Fig. 1: M2 wires
Scale: 1 px per micron. Cells faint in the background.
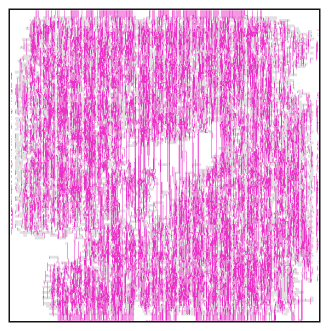
Fig. 2: signal wires by layer
Scale: 1 px per micron. Two of the layers only.
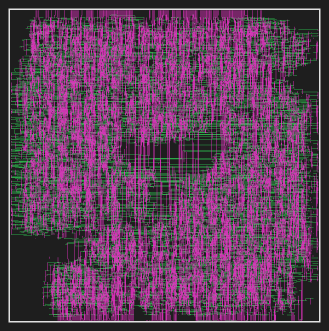
Fig. 3: pin placement
Scale: 1.5 px per micron. Pins as bars across the die edge, other pins in gray.
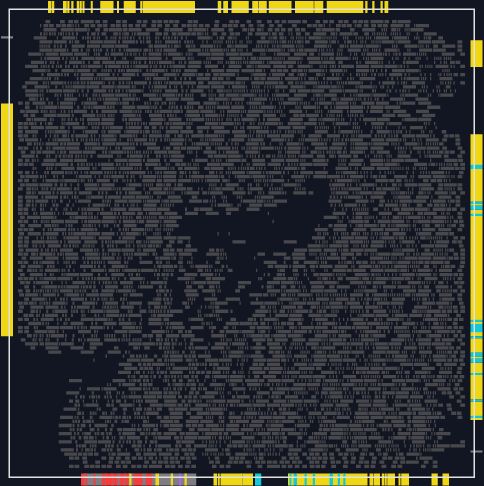
Fig. 4: zoomed window
Window x 134 to 174, y 136 to 176 microns. Cells in gray, sequential cells in the stronger gray; small squares are vias.
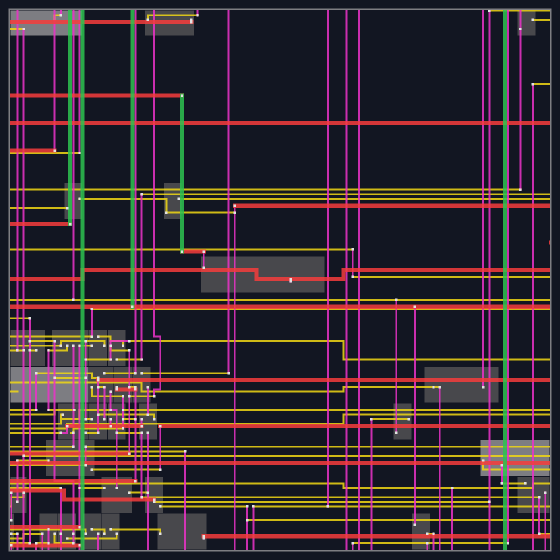
==> src/rtl/cl_pack_pkg.sv <==
`default_nettype none
// +-----------------------------------------------------------------------+
// | cl_pack_pkg : shared types and constants for the cache-line packer.  |
// | Revision    : 1.0                                                     |
// +-----------------------------------------------------------------------+
package cl_pack_pkg;

    localparam int DEF_CL_WIDTH   = 512;
    localparam int DEF_WORD_WIDTH = 32;
    localparam int WPL            = DEF_CL_WIDTH / DEF_WORD_WIDTH;
    localparam int IDX_WIDTH      = $clog2(WPL);

    typedef logic [DEF_CL_WIDTH-1:0]   line_t;
    typedef logic [DEF_WORD_WIDTH-1:0] word_t;

    typedef enum logic [2:0] {
        IDLE = 3'd0,
        REQ  = 3'd1,
        WAIT = 3'd2,
        PUSH = 3'd3,
        DONE = 3'd4
    } state_t;

endpackage
`default_nettype wire

==> src/rtl/cl_line_buf.sv <==
`default_nettype none
// +-----------------------------------------------------------------------+
// | cl_line_buf : one cache-line register with word-slot write, whole-    |
// |               line load and a full flag.   Revision: 1.0              |
// +-----------------------------------------------------------------------+
module cl_line_buf
    import cl_pack_pkg::*;
#(
    parameter int CL_WIDTH   = DEF_CL_WIDTH,
    parameter int WORD_WIDTH = DEF_WORD_WIDTH,
    parameter int IDX_W      = IDX_WIDTH
) (
    input  logic                  clk,
    input  logic                  rst_n,
    input  logic                  wr_en_i,
    input  logic [IDX_W-1:0]      wr_idx_i,
    input  logic [WORD_WIDTH-1:0] wr_word_i,
    input  logic                  set_full_i,
    input  logic                  clr_full_i,
    input  logic                  load_en_i,
    input  logic [CL_WIDTH-1:0]   load_line_i,
    output logic [CL_WIDTH-1:0]   line_o,
    output logic                  full_o
);

    logic [CL_WIDTH-1:0] line_q, line_d;
    logic                full_q, full_d;

    // A load in the same cycle as a clear keeps the buffer full (pop + refill).
    always_comb begin
        line_d = line_q;
        full_d = full_q;
        if (clr_full_i) begin
            full_d = 1'b0;
        end
        if (load_en_i) begin
            line_d = load_line_i;
            full_d = 1'b1;
        end else if (wr_en_i) begin
            line_d[wr_idx_i*WORD_WIDTH +: WORD_WIDTH] = wr_word_i;
        end
        if (set_full_i) begin
            full_d = 1'b1;
        end
    end

    always_ff @(posedge clk or negedge rst_n) begin
        if (!rst_n) begin
            line_q <= '0;
            full_q <= 1'b0;
        end else begin
            line_q <= line_d;
            full_q <= full_d;
        end
    end

    assign line_o = line_q;
    assign full_o = full_q;

endmodule
`default_nettype wire

==> src/rtl/cl_word_packer.sv <==
`default_nettype none
// +-----------------------------------------------------------------------+
// | cl_word_packer : reads words from local memory, packs them into cache |
// | lines and pushes them to the DMA write FIFO.                          |
// | Option macro   : CL_PACK_DBUF_EN (double line buffer)                 |
// | Revision       : 1.0                                                  |
// +-----------------------------------------------------------------------+
module cl_word_packer
    import cl_pack_pkg::*;
#(
    parameter int CL_WIDTH    = DEF_CL_WIDTH,
    parameter int WORD_WIDTH  = DEF_WORD_WIDTH,
    parameter int ADDR_WIDTH  = 28,
    parameter int LINES_WIDTH = 16
) (
    input  logic                   clk,
    input  logic                   rst_n,
    input  logic                   start,
    input  logic [ADDR_WIDTH-1:0]  base_addr,
    input  logic [LINES_WIDTH-1:0] num_lines,
    output logic                   mem_en,
    output logic [ADDR_WIDTH-1:0]  mem_addr,
    input  logic [WORD_WIDTH-1:0]  mem_data,
    input  logic                   mem_valid,
    input  logic                   host_full,
    output logic                   host_wr_en,
    output logic [CL_WIDTH-1:0]    host_wr_data,
    output logic                   busy,
    output logic                   done
);

    localparam int               WORDS    = CL_WIDTH / WORD_WIDTH;
    localparam int               SLOT_W   = $clog2(WORDS);
    localparam logic [SLOT_W-1:0] LAST_IDX = SLOT_W'(WORDS - 1);

    state_t                 state_q, state_d;
    logic [ADDR_WIDTH-1:0]  addr_q, addr_d;
    logic [SLOT_W-1:0]      idx_q, idx_d;
    logic [LINES_WIDTH-1:0] num_q, num_d;
    logic [LINES_WIDTH-1:0] filled_q, filled_d;
    logic                   zdone_q, zdone_d;

    logic                   w_word_wr;
    logic                   w_last_word;
    logic                   w_push;
    logic [LINES_WIDTH-1:0] w_filled_next;
    logic [CL_WIDTH-1:0]    fill_line;
    logic                   fill_full;

    assign w_word_wr     = (state_q == WAIT) && mem_valid;
    assign w_last_word   = w_word_wr && (idx_q == LAST_IDX);
    assign w_filled_next = filled_q + 1'b1;

`ifdef CL_PACK_DBUF_EN
    logic [LINES_WIDTH-1:0] pushed_q, pushed_d;
    logic [CL_WIDTH-1:0]    out_line;
    logic                   out_full;
    logic                   w_handoff;

    // The fill buffer hands its line over whenever the output slot is free or draining.
    assign w_push    = out_full && !host_full;
    assign w_handoff = (state_q == PUSH) && fill_full && (!out_full || w_push);

    cl_line_buf #(
        .CL_WIDTH   (CL_WIDTH),
        .WORD_WIDTH (WORD_WIDTH),
        .IDX_W      (SLOT_W)
    ) u_fill_buf (
        .clk         (clk),
        .rst_n       (rst_n),
        .wr_en_i     (w_word_wr),
        .wr_idx_i    (idx_q),
        .wr_word_i   (mem_data),
        .set_full_i  (w_last_word),
        .clr_full_i  (w_handoff),
        .load_en_i   (1'b0),
        .load_line_i ('0),
        .line_o      (fill_line),
        .full_o      (fill_full)
    );

    cl_line_buf #(
        .CL_WIDTH   (CL_WIDTH),
        .WORD_WIDTH (WORD_WIDTH),
        .IDX_W      (SLOT_W)
    ) u_out_buf (
        .clk         (clk),
        .rst_n       (rst_n),
        .wr_en_i     (1'b0),
        .wr_idx_i    ('0),
        .wr_word_i   ('0),
        .set_full_i  (1'b0),
        .clr_full_i  (w_push),
        .load_en_i   (w_handoff),
        .load_line_i (fill_line),
        .line_o      (out_line),
        .full_o      (out_full)
    );

    assign host_wr_data = out_line;
`else
    logic [CL_WIDTH-1:0] last_q, last_d;

    assign w_push = (state_q == PUSH) && fill_full && !host_full;

    cl_line_buf #(
        .CL_WIDTH   (CL_WIDTH),
        .WORD_WIDTH (WORD_WIDTH),
        .IDX_W      (SLOT_W)
    ) u_fill_buf (
        .clk         (clk),
        .rst_n       (rst_n),
        .wr_en_i     (w_word_wr),
        .wr_idx_i    (idx_q),
        .wr_word_i   (mem_data),
        .set_full_i  (w_last_word),
        .clr_full_i  (w_push),
        .load_en_i   (1'b0),
        .load_line_i ('0),
        .line_o      (fill_line),
        .full_o      (fill_full)
    );

    // Outside PUSH the fill buffer is being overwritten, so show the last pushed line.
    assign last_d       = w_push ? fill_line : last_q;
    assign host_wr_data = (state_q == PUSH) ? fill_line : last_q;

    always_ff @(posedge clk or negedge rst_n) begin
        if (!rst_n) begin
            last_q <= '0;
        end else begin
            last_q <= last_d;
        end
    end
`endif

    always_comb begin
        state_d  = state_q;
        addr_d   = addr_q;
        idx_d    = idx_q;
        num_d    = num_q;
        filled_d = filled_q;
        zdone_d  = 1'b0;
`ifdef CL_PACK_DBUF_EN
        pushed_d = w_push ? pushed_q + 1'b1 : pushed_q;
`endif
        case (state_q)
            IDLE: begin
                if (start) begin
                    if (num_lines == '0) begin
                        zdone_d = 1'b1;
                    end else begin
                        num_d    = num_lines;
                        addr_d   = base_addr;
                        idx_d    = '0;
                        filled_d = '0;
`ifdef CL_PACK_DBUF_EN
                        pushed_d = '0;
`endif
                        state_d  = REQ;
                    end
                end
            end
            REQ: begin
                state_d = WAIT;
            end
            WAIT: begin
                if (mem_valid) begin
                    addr_d = addr_q + 1'b1;
                    if (idx_q == LAST_IDX) begin
                        idx_d   = '0;
                        state_d = PUSH;
                    end else begin
                        idx_d   = idx_q + 1'b1;
                        state_d = REQ;
                    end
                end
            end
            PUSH: begin
`ifdef CL_PACK_DBUF_EN
                // After the final handoff PUSH only waits for the last line to drain.
                if (fill_full) begin
                    if (w_handoff) begin
                        filled_d = w_filled_next;
                        if (w_filled_next != num_q) begin
                            state_d = REQ;
                        end
                    end
                end else if (w_push && (pushed_q + 1'b1 == num_q)) begin
                    state_d = DONE;
                end
`else
                if (w_push) begin
                    filled_d = w_filled_next;
                    state_d  = (w_filled_next == num_q) ? DONE : REQ;
                end
`endif
            end
            DONE: begin
                state_d = IDLE;
            end
            default: begin
                state_d = IDLE;
            end
        endcase
    end

    always_ff @(posedge clk or negedge rst_n) begin
        if (!rst_n) begin
            state_q  <= IDLE;
            addr_q   <= '0;
            idx_q    <= '0;
            num_q    <= '0;
            filled_q <= '0;
            zdone_q  <= 1'b0;
`ifdef CL_PACK_DBUF_EN
            pushed_q <= '0;
`endif
        end else begin
            state_q  <= state_d;
            addr_q   <= addr_d;
            idx_q    <= idx_d;
            num_q    <= num_d;
            filled_q <= filled_d;
            zdone_q  <= zdone_d;
`ifdef CL_PACK_DBUF_EN
            pushed_q <= pushed_d;
`endif
        end
    end

    assign mem_en     = (state_q == REQ);
    assign mem_addr   = addr_q;
    assign host_wr_en = w_push;
    assign busy       = (state_q == REQ) || (state_q == WAIT) || (state_q == PUSH);
    assign done       = (state_q == DONE) || zdone_q;

endmodule
`default_nettype wire

==> config.mk <==
export PLATFORM = sky130hd
export DESIGN_NAME = cl_word_packer
export DESIGN_NICKNAME = d
export VERILOG_FILES = /design/src/rtl/cl_pack_pkg.sv /design/src/rtl/cl_line_buf.sv /design/src/rtl/cl_word_packer.sv
export SDC_FILE = /design/constraint.sdc
export NUM_CORES = 2
export LEC_CHECK = 0
export CORE_AREA = 5 5 304 306
export DETAILED_ROUTE_END_ITERATION = 8
export DIE_AREA = 0 0 309 311
export GPL_TIMING_DRIVEN = 0
export PLACE_DENSITY = 0.79
export SLEW_MARGIN = 5
export SYNTH_ARGS = -nofsm -noshare
export SYNTH_HDL_FRONTEND = slang
export SYNTH_SLANG_ARGS = --single-unit
==> constraint.sdc <==
create_clock -name clk -period 6.1 [get_ports clk]
set_input_delay 0.61 -clock clk [delete_from_list [all_inputs] [get_ports clk]]
set_output_delay 0.61 -clock clk [all_outputs]
set_load 0.01 [all_outputs]
==> impl_metrics.ini <==
; implementation run metrics
[yosys]
netlist_area_sq_mm = 0.0487
top_cells_by_count = nand2_1, dfrtp_1, o21ai_0, clkbuf_1, nand3_1
yosys_area_sq_mm = 0.0487
flop_cell = dfrtp_1
synth_flops = 1093
top_area_frac = 0.562
synth.cellmix.simpleShare = 0.258
syn_inst = 5847
post-synth-top-count-cell = nand2_1
synth_cell_type_count = 65
xor_area_frac = 0.00396

[worst_setup_path]
cp_common_cell = clkbuf_1
cp_cell_sequence = buf_4 -> inv_1 -> and3_1 -> clkbuf_1 -> clkbuf_1 -> clkbuf_1 -> nand2_1 -> nand2_1 -> clkdlybuf4s50_1
critPathBufInv = 6
cp.arrival_ps = 4920
critPathLaunchType = register

[run]
cap_violations = 2

[global_route]
grt_pass1_vias = 42721
grt_overflow_total = 0
met2_usage = 0.540
grtUsageMet1 = 0.477
grt_pass1_wl_microns = 264000

[run_status]
status = finished with violations
violations = capacitance limit, slew limit

[floorplan]
fp-utilization = 0.545
fp.dieArea_sq_mm = 0.0961
ios = 625

[sta]
slew_headroom = -0.0104
drv_slew = 11
fin_crit_ps = 5530
tns_ps = 0
timing.final.crit_share = 0.907
setup_viol = 0
timing_worst_slew_pin_value_ps = 1520

[clock_network]
cts.path.max_buffers = 3
clkLatencyLatePin_ps = 700
ctsHtreeMaxLevel = 3
holdBufCountCts = 1
post_cts_resize_count = 0

[final_layout]
final_util = 0.679
area_growth_pct = 24.6
final_common_cell = nand2_1
drive_gt1_frac = 0.0642

[detailed_routing]
wl_met3_microns = 20000
wl_met1_microns = 66200
drc_errors = 0

[worst_hold_path]
min_delay_path_depth = 2
## Picture notes: Fig. 1
nets with wire on the layer: 5453
share of all routed wire: 45%
Routed WL: 178000 microns
overall via count from detail_route: 45492

## Picture notes: Fig. 2
| color | layer | wire length |
|---|---|---|
| green | metal 1 | 66.2 mm |
| magenta | metal 2 | 79.3 mm |
Routed WL per cell: 22.6 microns
Tot GR Track Use: 0.358

## Picture notes: Fig. 3
| color | port | pins | direction | edge |
|---|---|---|---|---|
| cyan | `mem_data` | 32 | input | 19 right, 13 bottom |
| purple | `mem_valid` | 1 | input | bottom |
| red | `base_addr` | 28 | input | bottom |
| yellow | `host_wr_data` | 512 | output | 159 top, 134 right, 114 left, 105 bottom |
all pins by edge: 197 bottom, 159 top, 154 right, 115 left
die width: 309 microns
port buffer count: 624
Die Ht: 311 microns

## Picture notes: Fig. 4
| color | layer |
|---|---|
| magenta | metal 2 |
| yellow | metal 1 |
| red | metal 3 |
| green | metal 4 |
cells with their middle in the window: 32
netlist names of flops here include: `u_fill_buf.line_o` (2), `last_q` (1)
most frequent: nand2_1 (10), clkbuf_1 (5)
sequential cells in the window: 3

-- area by class of cell --
type	count	area [sq um]	area share
plain buffers	417	1640	0.0271
inverters	173	649	0.0107
multi-input cells	4164	19100	0.314
well taps	1176	1470	0.0243
diodes	5	12.5	0.000206
clock inverters	43	659	0.0109
clock buffers	160	3290	0.0543
repair buffers	633	6480	0.107
flip-flops and latches	1093	27400	0.451
-- path summary, 6_finish.rpt --
path                                                           end                    start  slack (ps)
worst max-delay path                             host_wr_data[384]   state_q[2]$_DFFE_PN0P_         570
worst min-delay path                       last_q[242]$_DFFE_PN0P_  last_q[242]$_DFFE_PN0P_         470
worst max register to register  u_fill_buf.line_o[243]$_DFFE_PN0P_     idx_q[0]$_DFFE_PN0P_        1840
worst min register to register             last_q[242]$_DFFE_PN0P_  last_q[242]$_DFFE_PN0P_         470
max in group asynchronous                  last_q[104]$_DFFE_PN0P_                    rst_n        2630
min in group asynchronous                  last_q[245]$_DFFE_PN0P_                    rst_n         550
-- power breakdown --
part / internal (W) / total, W / switching [W]
sequential: 0.00845 / 0.00927 / 0.000813
clock: 0.00434 / 0.00734 / 0.00300
combinational: 0.00286 / 0.00818 / 0.00531
-- per-stage QoR --
step                power, W  area (sq um)
floorplan             0.0131         48700
global route          0.0258         60600
finish                0.0248         60600
detailed placement    0.0173         56600
global placement      0.0172         56400
CTS                   0.0247         60600
-- registers in the layout (all words and copies together) (netlist names) --
name / cells
u_fill_buf.full_o: 1
mem_addr: 28
filled_q: 16
num_q: 16
state_q: 3
u_fill_buf.line_o: 512
zdone_q: 1
idx_q: 4
last_q: 512
-- worst reg2reg max path: cells and delay by family, from the launching register on --
kind / cells / cell delay (ps)
flops: 1 / 430
simple gates: 3 / 590
compound gates: 1 / 310
fa+ha+maj: 1 / 270
buf+inv: 6 / 2560
Power figures rest on the tool's default switching activity, not on a simulated workload.
